run_1/final_congestion.png
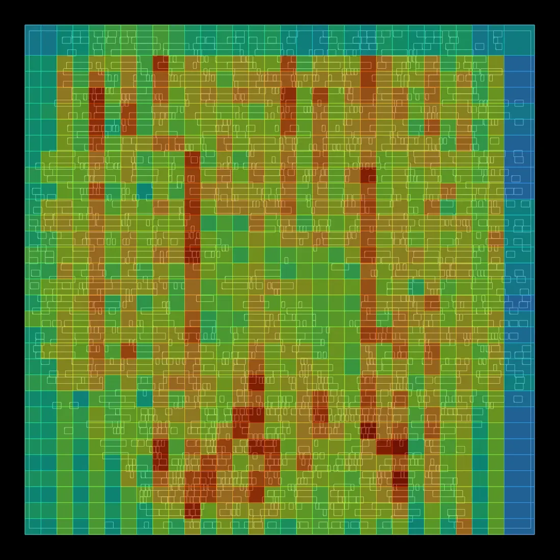
run_1/gate_families.png
Scale: 2 px per um.
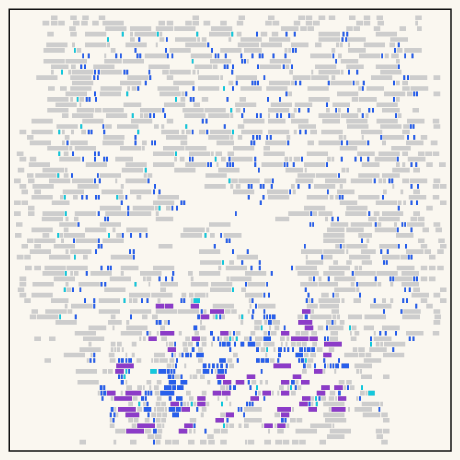
run_1/zoom.png
Region (95, 51) to (125, 81) um. Cells in grey, sequential cells in the stronger grey; small squares are vias.
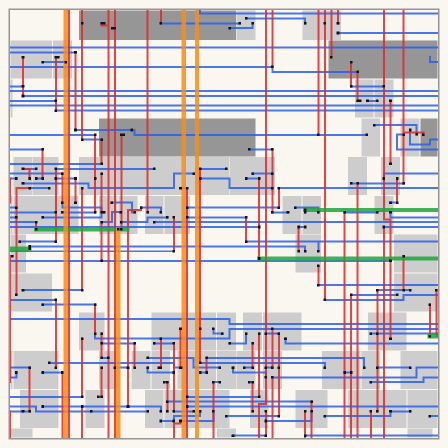
Design cdb_arbiter, sky130hd; sources not shown.
==> job_summary.md, run 1 <==
### Metrics collected by this job

| Metric | Value |
|---|---|
| Status | `complete, but fails checks` |
| Failing checks | `negative setup slack` |
| Final setup vio count | `49` |
| Finished layout cell area | `around 19000 um2` |
| Area Overhead vs Synth | `34.39%` |
| Syn_nets | `1515` |
| # IOs | `192` |
| Cell Type Count | `35` |
| Detailed Route WL | `between 40 and 50 mm` |
| Num CTS Buffers | `36` |
| NumNets Final | `1785` |
| Fin worst setup slack | `-0.1407 ns` |
| Antenna cells | `0` |
| Pre-CTS setup slack | `-1.141 ns` |
| CP delay by family, top | `simple AND/OR/NAND/NOR gates` |
| RSZ-0062 raised after global routing | `yes` |
| First-pass GRT wire length | `64.47 mm` |
| I/O Buffers | `191` |
| Hold Vio Cnt, Final | `0` |
| TritonCTS Sinks | `310` |
| Via count | `roughly 10000` |
| CP max stage delay | `0.58 ns` |
| Setup crit end kind | `flip-flop` |
| Worst slew pin tran | `around 1.1 ns` |
| Adders+Majority by Area | `5.769%` |
| Worst Path Buf+Inv | `9` |
| RePlAce Congestion | `0.7952` |
| CTS tree | `yes` |
| Clock Latency Late Sink | `0.54 ns` |
| Synth Seq Share | `between 60% and 70%` |
| Crit Path Max Fanout | `6` |
| Root buf cell | `clkbuf_16` |
| LEAKAGE | `around 7.6 nW` |
| Ys cells | `1311` |
| Leading area contributor after synthesis | `edfxtp_1` |
Back to the opening pictures, final_congestion.png:
met3 Use GR: 2.595%
WL per Instance: 19.80 um
met2 usage: 27.10%

Back to the opening pictures, gate_families.png:
blue -> NAND gates  # cells 491, most used nand2_1, where spread over the die
purple -> adder and majority cells  # cells 61, most used ha_1, where south
cyan -> NOR gates  # cells 63, most used nor2_1
logic share of the area: 25.78%
Post-Layout Cell Count: 2215
most frequent logic cell in the layout: nand2_1

Back to the opening pictures, zoom.png:
blue -> met1
orange -> met4
red -> met2
green -> met3
cells with their middle in the window = 56
most frequent = nand2_1 (12), inv_1 (10), buf_4 (6)
sequential cells in the window = 3

run 1: through the flow:
step                power [W]  hold slack (ns)  std cells  setup TNS, ns
floorplan            0.006711           0.4333       1311         -79.15
global placement     0.008656           0.4400       2121         -47.66
detailed placement   0.008685           0.4404       2121         -54.81
CTS                   0.01105           0.4536       2211        -0.1672
global route          0.01196           0.4660       2215         -24.56
finish                0.01121           0.4410       2215         -3.524
run 1: worst min-delay path, delay by kind of cell (launching register included):
family           cells  cell delay (ns)
flip-flops           1             0.32
AND-OR/OR-AND        1             0.07
AND/OR/NAND/NOR      1             0.05
run 1: report_power, final:
| group | switching [W] | total [W] | internal [W] |
|---|---|---|---|
| logic | 0.00412 | 0.00618 | 0.00206 |
| registers | 0.000218 | 0.00303 | 0.00281 |
| clock network | 0.000882 | 0.00199 | 0.00111 |
| total | 0.00522 | 0.0112 | 0.00598 |
run 1: metal layers:
metal / track usage, % / part of all wire (%) / routed length [um]
met1: 26.45 / 48 / 21230
met2: 27.10 / 44 / 19330
met3: 2.595 / 4.7 / 2063
met4: 6.236 / 2.8 / 1227
met5: 0 / 0 / 0
run 1: logic make-up after synthesis:
kind of cell	Yosys count
flops	310
compound gates	228
buf+inv	140
simple gates	554
xor+xnor	18
fa+ha+maj	61
run 1: area by class of cell:
cell class,instances,area (um2)
inverter,73,280.3
multi-input combinational,861,4900
tap,607,759.5
clock inverter,29,137.6
clock buffer,36,900.9
sequential,310,9049
timing repair buffer,299,2978
fill,4550,27550
run 1: Yosys cell counts:
| cell type | instances |
|---|---|
| dfrtp_1 | 52 |
| edfxtp_1 | 258 |
| buf_1 | 2 |
| nor2_1 | 60 |
| fa_1 | 7 |
| o31ai_1 | 40 |
| a32o_1 | 1 |
| a21o_1 | 1 |
| a21oi_1 | 67 |
| clkinv_1 | 1 |
| nand3_1 | 31 |
| a211oi_1 | 4 |
| o22ai_1 | 1 |
| inv_2 | 3 |
| o211ai_2 | 1 |
| a31oi_1 | 43 |
| xor2_1 | 7 |
| nand4_1 | 7 |
| o21ai_0 | 23 |
| o21ai_1 | 39 |
| inv_1 | 69 |
| xnor2_1 | 11 |
| nand2_4 | 2 |
| o311ai_0 | 1 |
| ha_1 | 54 |
| nor3_1 | 3 |
| clkbuf_1 | 50 |
| clkbuf_2 | 2 |
| nand2_1 | 438 |
| o21bai_1 | 1 |
| buf_6 | 7 |
| buf_2 | 6 |
| o211ai_1 | 6 |
| nand3b_1 | 1 |
| nand2_2 | 12 |
run 1: what timing repair did:
action                     CTS  global route
setup endpoints to repair   51            51
cloned                       3             3
buffers inserted            22             2
pin swaps                   29            47
hold buffers                 0             0
resized                     56            44
--- run 2 (diff from run 1) ---
- CORE_UTILIZATION: 30 -> 45
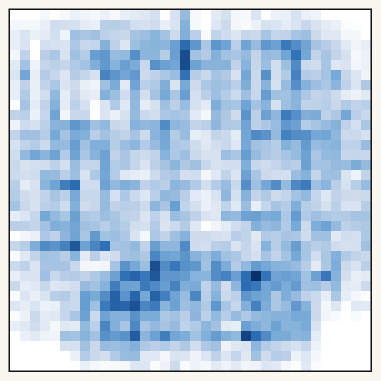
run_2/wire_density.png
Scale: 2 px per um. 36 x 36 tiles, from white (low) to dark blue (high), scaled to the fullest tile. Values are wire area over tile area, all layers added.
mean over tiles = 0.19
densest ninth of the die = south
nearly empty tiles = 5.6%
Detailed Route WL: 39.19 mm
via count: 10580
WL per Instance: 19.46 um
All-Layer GR Usage: 23.19%

==> job_summary.md, run 2 <==
### Metrics collected by this job

| Metric | Value |
|---|---|
| Failing checks | `design-rule violations, negative setup slack (was negative setup slack)` |
| Remaining routing DRC violations | `19 (was 0)` |
| Crit Path Max Fanout | `8 (was 6)` |
| CP delay by family, top | `simple AND/OR/NAND/NOR gates (unchanged)` |
| Placed cells | `1901 (was 2121)` |
| Iter 0 DRT Violations | `931 (was 636)` |
| Num CTS Buffers | `34 (was 36)` |
| Leading area contributor after synthesis | `edfxtp_1 (unchanged)` |
| # IOs | `192 (unchanged)` |
| CTS tree | `yes (unchanged)` |
| Largest cells by area | `edfxtp_1, nand2_1, dfrtp_1, ha_1, a21oi_1 (unchanged)` |
| Syn_nets | `1515 (unchanged)` |
| Dominant Register Cell | `edfxtp_1 (unchanged)` |
| Flip-flops with a built-in enable | `258 (unchanged)` |
| Cell Type Count | `35 (unchanged)` |
| I/O Buffers | `191 (unchanged)` |
| Status | `complete, but fails checks (unchanged)` |
| LEAKAGE | `7.600 nW (was 7.562 nW)` |
| Area Overhead vs Synth | `33.91% (was 34.39%)` |
| Total power | `0.01135 W (was 0.01121 W)` |
| Pre-CTS setup slack | `-1.092 ns (was -1.141 ns)` |
| Ys cells | `1311 (unchanged)` |
| Post-synth ARST share | `16.77% (unchanged)` |
| Setup crit end kind | `flip-flop (unchanged)` |
| Root buf cell | `clkbuf_16 (unchanged)` |
| Fin worst setup slack | `-0.1755 ns (was -0.1407 ns)` |
| Post-Layout Cell Count | `2014 (was 2215)` |
| RSZ-0062 raised after global routing | `yes (unchanged)` |
| Worst slew pin tran | `1.157 ns (was 1.058 ns)` |
| RePlAce Congestion | `0.8845 (was 0.7952)` |
| Synth top cells by count | `nand2_1, edfxtp_1, inv_1 (unchanged)` |
| Synth Seq Share | `63.99% (unchanged)` |
| FMAX | `0.1646 GHz (was 0.1655 GHz)` |
| TritonCTS Sinks | `310 (unchanged)` |
| Most common cell in the synthesized netlist | `nand2_1 (unchanged)` |
| CP max stage delay | `0.51 ns (was 0.58 ns)` |
| NumNets Final | `1794 (was 1785)` |
| Final setup vio count | `49 (unchanged)` |
| Most frequent logic cell in the layout | `nand2_1 (unchanged)` |
-- run 2: cell counts after synthesis --
No cell type changed its count.
-- run 2: final cells by class --
cell class	count	area [um2]
clock buffers	35	875.8
clock inverters	27	222.7
flip-flops and latches	310	9049
multi-input cells	862	5021
fillers	2530	11810
inverters	73	277.8
repair buffers	309	2989
well taps	396	495.5
diodes	2	5.005
-- run 2: worst register-to-register path, delay by kind of cell (launching register included) --
kind	cells	cell delay (ns)
buffers and inverters	6	0.68
flip-flops	1	0.41
adder cells (fa/ha/maj)	6	1.75
AND/OR/NAND/NOR	28	2.32
AND-OR/OR-AND	7	0.76
-- run 2: cell families (layout without fill, tap and decap cells) --
family / count (synthesis) / after routing / share of synthesized area (%)
fa+ha+maj: 61 / 61 / 5.769
flops: 310 / 310 / 63.99
simple gates: 554 / 555 / 15.48
compound gates: 228 / 228 / 9.494
xor+xnor: 18 / 18 / 1.115
other cells: 0 / 2 / 0
buf+inv: 140 / 444 / 4.159
-- run 2: metrics by stage --
step / hold WS (ns) / utilization [%] / TNS (ns)
after global routing: 0.4767 / 61.58 / -23.02
after detailed placement: 0.4399 / 54.78 / -52.80
after global placement: 0.4365 / 54.78 / -44.66
after floorplan: 0.4333 / - / -79.15
after CTS: 0.4536 / 59.74 / 0
final: 0.4586 / 61.58 / -6.056
-- run 2: per-layer routing --
layer  vias up  routed length [um]  global-route usage [%]
li1       5123                   -                       -
met1      5033               18350                   35.32
met2       368               17350                   34.43
met3        60                2486                   3.355
met4         0                 999                   6.924
met5         -                   0                       0
-- run 2: where the power goes --
part           switching, W  internal (W)
clock              0.000856       0.00121
combinational       0.00416       0.00209
sequential         0.000206       0.00281
-- run 2: what timing repair did --
item | CTS | global route
cloned | 2 | 6
hold buffers | 0 | 0
gates resized | 42 | 72
endpoints found under the hold margin | 0 | 0
pin swaps | 35 | 17
setup endpoints to repair | 51 | 51
setup buffers | 33 | 9
Power is estimated from default activity; no workload was simulated.
